===== config.mk =====
export PLATFORM = sky130hd
export DESIGN_NAME = mtr_ramp_ctrl
export DESIGN_NICKNAME = d
export VERILOG_FILES = /design/src/rtl/mtr_ramp_ctrl_pkg.sv /design/src/rtl/mtr_ramp_ctrl_chan.sv /design/src/rtl/mtr_ramp_ctrl.sv
export SDC_FILE = /design/constraint.sdc
export NUM_CORES = 1
export LEC_CHECK = 0
export ABC_AREA = 1
export CAP_MARGIN = 0
export CORE_MARGIN = 3
export CORE_UTILIZATION = 25
export CTS_CLUSTER_DIAMETER = 80
export DETAILED_ROUTE_END_ITERATION = 16
export PLACE_DENSITY = 0.49
export RECOVER_POWER = 50
export SLEW_MARGIN = 20
export SYNTH_ARGS = -nofsm -noshare
export SYNTH_HDL_FRONTEND = slang
export SYNTH_SLANG_ARGS = --single-unit

===== constraint.sdc =====
create_clock -name i_clk -period 10.6 [get_ports i_clk]
set_input_delay 3.18 -clock i_clk [delete_from_list [all_inputs] [get_ports i_clk]]
set_output_delay 3.18 -clock i_clk [all_outputs]
set_load 0.01 [all_outputs]

===== src/rtl/mtr_ramp_ctrl_pkg.sv =====
// Shared types and helpers for the motor ramp controller and its per-side channels.
package mtr_ctrl_pkg;

  localparam int DUTY_W = 12;
  localparam logic signed [DUTY_W-1:0] DUTY_MAX = 12'sd2047;

  typedef enum logic [1:0] {
    IDLE,
    RUN,
    STOP,
    ESTOP
  } state_t;

  // -2048 has no positive twin on the driver side, so it is pulled in to -2047.
  function automatic logic signed [DUTY_W-1:0] clamp_duty(input logic signed [DUTY_W-1:0] v);
    return (v < -DUTY_MAX) ? -DUTY_MAX : v;
  endfunction

endpackage


===== src/rtl/mtr_ramp_ctrl_chan.sv =====
// One side of the ramp: duty register, reversal dwell counter and last-direction memory.
module mtr_ramp_chan
  import mtr_ctrl_pkg::*;
#(
  parameter int STEP       = 16,
  parameter int DEAD_TICKS = 4
) (
  input  logic                     i_clk,
  input  logic                     i_rst_n,
  input  logic                     i_tick,
  input  logic signed [DUTY_W-1:0] i_eff_tgt,
  input  logic                     i_force_zero,
  output logic signed [DUTY_W-1:0] o_duty
);

  localparam int DW = (DEAD_TICKS > 0) ? $clog2(DEAD_TICKS + 1) : 1;
  localparam logic [DW-1:0] DEAD_LIM = DW'(DEAD_TICKS);
  localparam logic signed [DUTY_W:0] STEP_S = (DUTY_W + 1)'(STEP);

  logic signed [DUTY_W-1:0] r_duty;
  logic [DW-1:0]            r_dead;
  logic                     r_dir_vld;
  logic                     r_dir_neg;

  logic signed [DUTY_W:0]   w_d, w_t, w_aim, w_diff, w_mag;
  logic signed [DUTY_W-1:0] w_lim, w_next;
  logic                     w_oppose, w_dwell;

  always_comb begin
    w_d      = {r_duty[DUTY_W-1], r_duty};
    w_t      = {i_eff_tgt[DUTY_W-1], i_eff_tgt};
    w_oppose = (w_d != '0) && (w_t[DUTY_W] != w_d[DUTY_W]);
    w_dwell  = (w_d == '0) && (w_t != '0) && r_dir_vld &&
               (w_t[DUTY_W] != r_dir_neg) && (r_dead < DEAD_LIM);
    // Opposing target: head for zero first so a reversal never crosses zero in one tick.
    w_aim    = w_oppose ? '0 : w_t;
    w_diff   = w_aim - w_d;
    w_mag    = w_diff[DUTY_W] ? -w_diff : w_diff;
    w_lim    = (w_mag > STEP_S) ? STEP_S[DUTY_W-1:0] : w_mag[DUTY_W-1:0];
    w_next   = w_diff[DUTY_W] ? (r_duty - w_lim) : (r_duty + w_lim);
  end

  always_ff @(posedge i_clk) begin
    if (!i_rst_n) begin
      r_duty    <= '0;
      r_dead    <= '0;
      r_dir_vld <= 1'b0;
      r_dir_neg <= 1'b0;
    end else begin
      if (i_force_zero) begin
        r_duty <= '0;
        r_dead <= '0;
      end else if (i_tick) begin
        if (w_dwell) r_dead <= r_dead + DW'(1);
        else         r_duty <= w_next;
      end
      if (r_duty != '0) begin
        r_dead    <= '0;
        r_dir_vld <= 1'b1;
        r_dir_neg <= r_duty[DUTY_W-1];
      end
    end
  end

  assign o_duty = r_duty;

endmodule


===== src/rtl/mtr_ramp_ctrl.sv =====
// Slew-rate / sequencing controller feeding the dual-motor PWM driver.
// state | meaning
// IDLE  | both duties held at 0, waiting for en
// RUN   | ramping toward the conditioned targets
// STOP  | ramping toward 0, returns to IDLE once both sides reach 0
// ESTOP | duties forced to 0, leaves only when estop and en are both low
module mtr_ramp_ctrl
  import mtr_ctrl_pkg::*;
#(
  parameter int RAMP_DIV   = 1024,
  parameter int STEP       = 16,
  parameter int DEAD_TICKS = 4
) (
  input  logic                     i_clk,
  input  logic                     i_rst_n,
  input  logic                     i_en,
  input  logic                     i_estop,
  input  logic signed [DUTY_W-1:0] i_lft_tgt,
  input  logic signed [DUTY_W-1:0] i_rght_tgt,
  output logic signed [DUTY_W-1:0] o_lft_duty,
  output logic signed [DUTY_W-1:0] o_rght_duty,
  output logic                     o_at_tgt,
  output logic                     o_busy
);

  localparam int PW = $clog2(RAMP_DIV);
  localparam logic [PW-1:0] PRESC_LAST = PW'(RAMP_DIV - 1);

  state_t                   r_state;
  logic [PW-1:0]            r_presc;
  logic                     r_at_tgt;
  logic                     r_busy;

  logic                     w_tick, w_force_zero, w_match;
  logic signed [DUTY_W-1:0] w_lft_eff, w_rght_eff, w_lft_duty, w_rght_duty;

  assign w_tick       = (r_presc == PRESC_LAST) && (r_state != ESTOP);
  assign w_force_zero = i_estop || (r_state == ESTOP);
  assign w_lft_eff    = (r_state == RUN) ? clamp_duty(i_lft_tgt)  : '0;
  assign w_rght_eff   = (r_state == RUN) ? clamp_duty(i_rght_tgt) : '0;
  assign w_match      = (w_lft_duty == w_lft_eff) && (w_rght_duty == w_rght_eff);

  always_ff @(posedge i_clk) begin
    if (!i_rst_n) begin
      r_state  <= IDLE;
      r_presc  <= '0;
      r_at_tgt <= 1'b1;
      r_busy   <= 1'b0;
    end else begin
      r_at_tgt <= w_match;
      r_busy   <= ((r_state == RUN) || (r_state == STOP)) && !w_match;
      if (w_force_zero || (r_presc == PRESC_LAST)) r_presc <= '0;
      else                                         r_presc <= r_presc + PW'(1);
      if (i_estop) begin
        r_state <= ESTOP;
      end else begin
        case (r_state)
          IDLE:    if (i_en) r_state <= RUN;
          RUN:     if (!i_en) r_state <= STOP;
          STOP: begin
            if (i_en)                                           r_state <= RUN;
            else if ((w_lft_duty == '0) && (w_rght_duty == '0)) r_state <= IDLE;
          end
          ESTOP:   if (!i_en) r_state <= IDLE;
          default: r_state <= IDLE;
        endcase
      end
    end
  end

  mtr_ramp_chan #(.STEP(STEP), .DEAD_TICKS(DEAD_TICKS)) u_lft (
    .i_clk        (i_clk),
    .i_rst_n      (i_rst_n),
    .i_tick       (w_tick),
    .i_eff_tgt    (w_lft_eff),
    .i_force_zero (w_force_zero),
    .o_duty       (w_lft_duty)
  );

  mtr_ramp_chan #(.STEP(STEP), .DEAD_TICKS(DEAD_TICKS)) u_rght (
    .i_clk        (i_clk),
    .i_rst_n      (i_rst_n),
    .i_tick       (w_tick),
    .i_eff_tgt    (w_rght_eff),
    .i_force_zero (w_force_zero),
    .o_duty       (w_rght_duty)
  );

  assign o_lft_duty  = w_lft_duty;
  assign o_rght_duty = w_rght_duty;
  assign o_at_tgt    = r_at_tgt;
  assign o_busy      = r_busy;

endmodule

**Run 1: power grid**

The bar under the picture is 50 µm long. Pins as bars on the die edge.
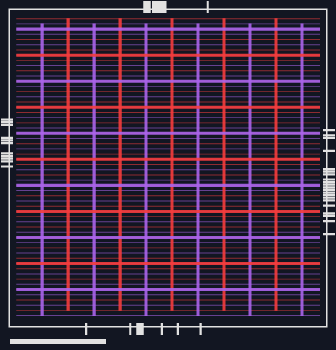
color	net
purple	VSS
red	VDD
met5 straps	11
met4 straps	11
met1 rails	58
rows	57
Core ar.: 24600 µm²
Die W: 165.0 µm
Die Y: 165.0 µm
Peak supply drop: 0.07698 mV

**Run 1: cells colored by class**

Fill, decap, tap and diode cells in gray.
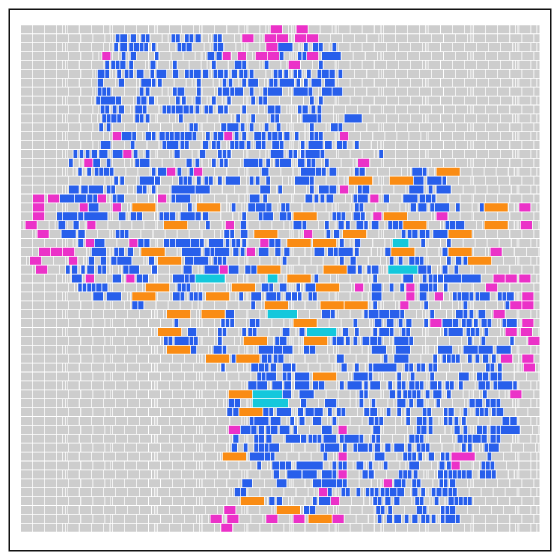
color	class	cells	share of their area
cyan	clock drivers and dummy loads	8	2.4%
orange	sequential cells	48	13%
magenta	remaining buffers and delay cells	94	12%
blue	combinational and other logic	1011	73%

==> results.sh, run 1 <==
# physical design summary
export IMPL_wl_met2_um=8456
export IMPL_p_int_w=0.0005260
export IMPL_top_area_frac=0.1603
export IMPL_synth_area_um2=6322
export IMPL_dp_slack_ns=0.1530
export IMPL_dominant_cells="logic gates"
export IMPL_use_met2=0.2206
export IMPL_worstSetupPathDepth=48
export IMPL_path_class="input pin to register"
export IMPL_status="complete, no violations"
export IMPL_r2r_slack_ns=3.83
export IMPL_setup_tns_final_ns=0
export IMPL_hold_path_class="register to register"
export IMPL_crit_family="simple AND/OR/NAND/NOR gates"
export IMPL_tritoncts="yes"
export IMPL_cts_root_buf="clkbuf_16"
export IMPL_pwr_share_seq=0.192
export IMPL_busiest_layer="met2"
export IMPL_dr_wl_met3_um=797
export IMPL_synthToLayoutAreaGrowth_pct=22.76
export IMPL_finClkSkew_ns=0.009084
export IMPL_max_slew_margin_rel=0.4821
export IMPL_comb_power_w=0.000583
export IMPL_r2r_end="u_lft.o_duty[10]"
**Run 1: clock distribution**

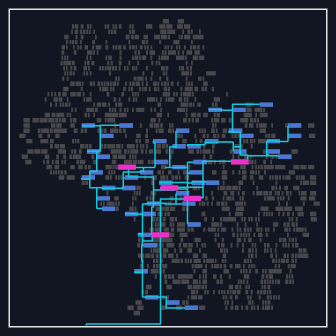
[magenta] clock drivers | count: 5
[cyan] clock wires | length: 767 µm
[blue] flip-flops | count: 48
routed clock nets	6

**Run 1: the clock network**

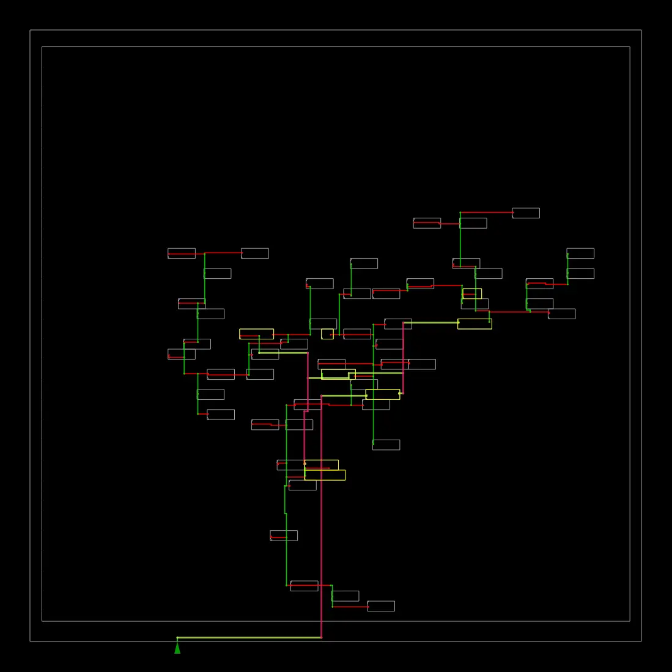

## Run 2: what changed since run 1
--- a/config.mk
+++ b/config.mk
@@ -11,6 +11,7 @@
 export CORE_UTILIZATION = 25
 export CTS_CLUSTER_DIAMETER = 80
 export DETAILED_ROUTE_END_ITERATION = 16
+export GPL_ROUTABILITY_DRIVEN = 1
 export PLACE_DENSITY = 0.49
 export RECOVER_POWER = 50
 export SLEW_MARGIN = 20
==> constraint.sdc (replaced) <==
create_clock -name i_clk -period 11.2 [get_ports i_clk]
set_input_delay 3.36 -clock i_clk [delete_from_list [all_inputs] [get_ports i_clk]]
set_output_delay 3.36 -clock i_clk [all_outputs]
set_load 0.01 [all_outputs]
**Run 2: the clock network**

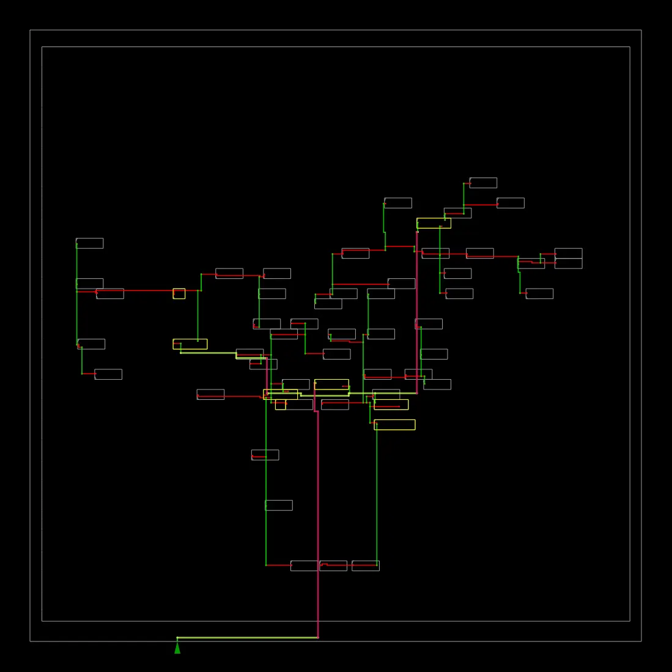
CTS sink count: 48
clk_lat worst skew: 0.30 ns

==> run 2 against run 1 <==
Against the previous run:
- sequential power down 5%
- routed wire length is 2.5% lower
- register-to-register slack improved by 0.29 ns
- setup slack gained 0.17 ns
- cell count shrank 2.2%
- synthesized cell count stayed put
- clock skew is essentially flat
- total power down 11%
- synthesized area is the same
- critical endpoint is now u_rght.o_duty[11]
==> results.sh, run 2 <==
# physical design summary
export IMPL_peakVddDrop_mv=0.06697
export IMPL_use_met2=0.2290
export IMPL_path_class="input pin to register"
export IMPL_hold_path_class="register to register"
export IMPL_dp_slack_ns=0.1118
export IMPL_comb_power_w=0.000497
export IMPL_worstSetupPathDepth=47
export IMPL_tritoncts="yes"
export IMPL_cts_root_buf="clkbuf_16"
export IMPL_finClkSkew_ns=0.008675
export IMPL_p_int_w=0.0004556
export IMPL_max_slew_margin_rel=0.2531
export IMPL_dr_wl_met3_um=800
export IMPL_wl_met2_um=8387
export IMPL_dominant_cells="logic gates"
export IMPL_timing_final_ws_setup_ns=0.7849
export IMPL_status="complete, no violations"
export IMPL_r2r_end="u_rght.o_duty[11]"
export IMPL_setup_tns_final_ns=0
export IMPL_synthToLayoutAreaGrowth_pct=17.61
export IMPL_pwr_share_seq=0.205
export IMPL_crit_fanout=21
export IMPL_busiest_layer="met2"
export IMPL_dp_cells=1444
export IMPL_top_area_frac=0.1603
export IMPL_die_h_um=165.0
**Run 2: cells colored by class**

Fill, decap, tap and diode cells in gray.
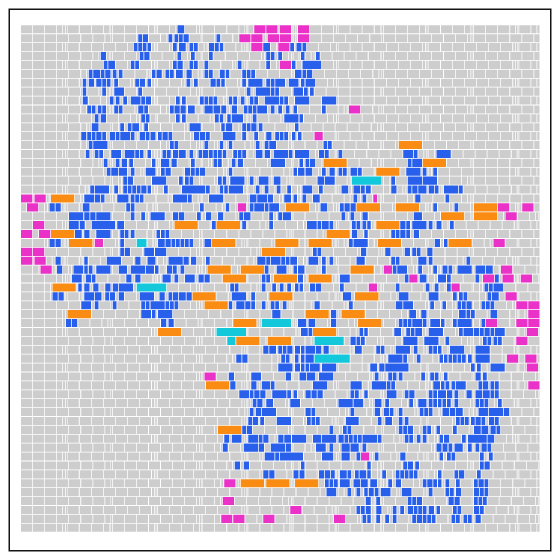
color	class	cells	share of their area
blue	combinational and other logic	1010	75%
orange	sequential cells	48	14%
cyan	clock drivers and dummy loads	8	2.4%
magenta	remaining buffers and delay cells	62	8.5%
final core occ: 0.3022
Site Rows: 57
final non-filler cell area: 7436 µm²
sequential cell area share: 0.1292

Power and IR drop assume default switching activity.
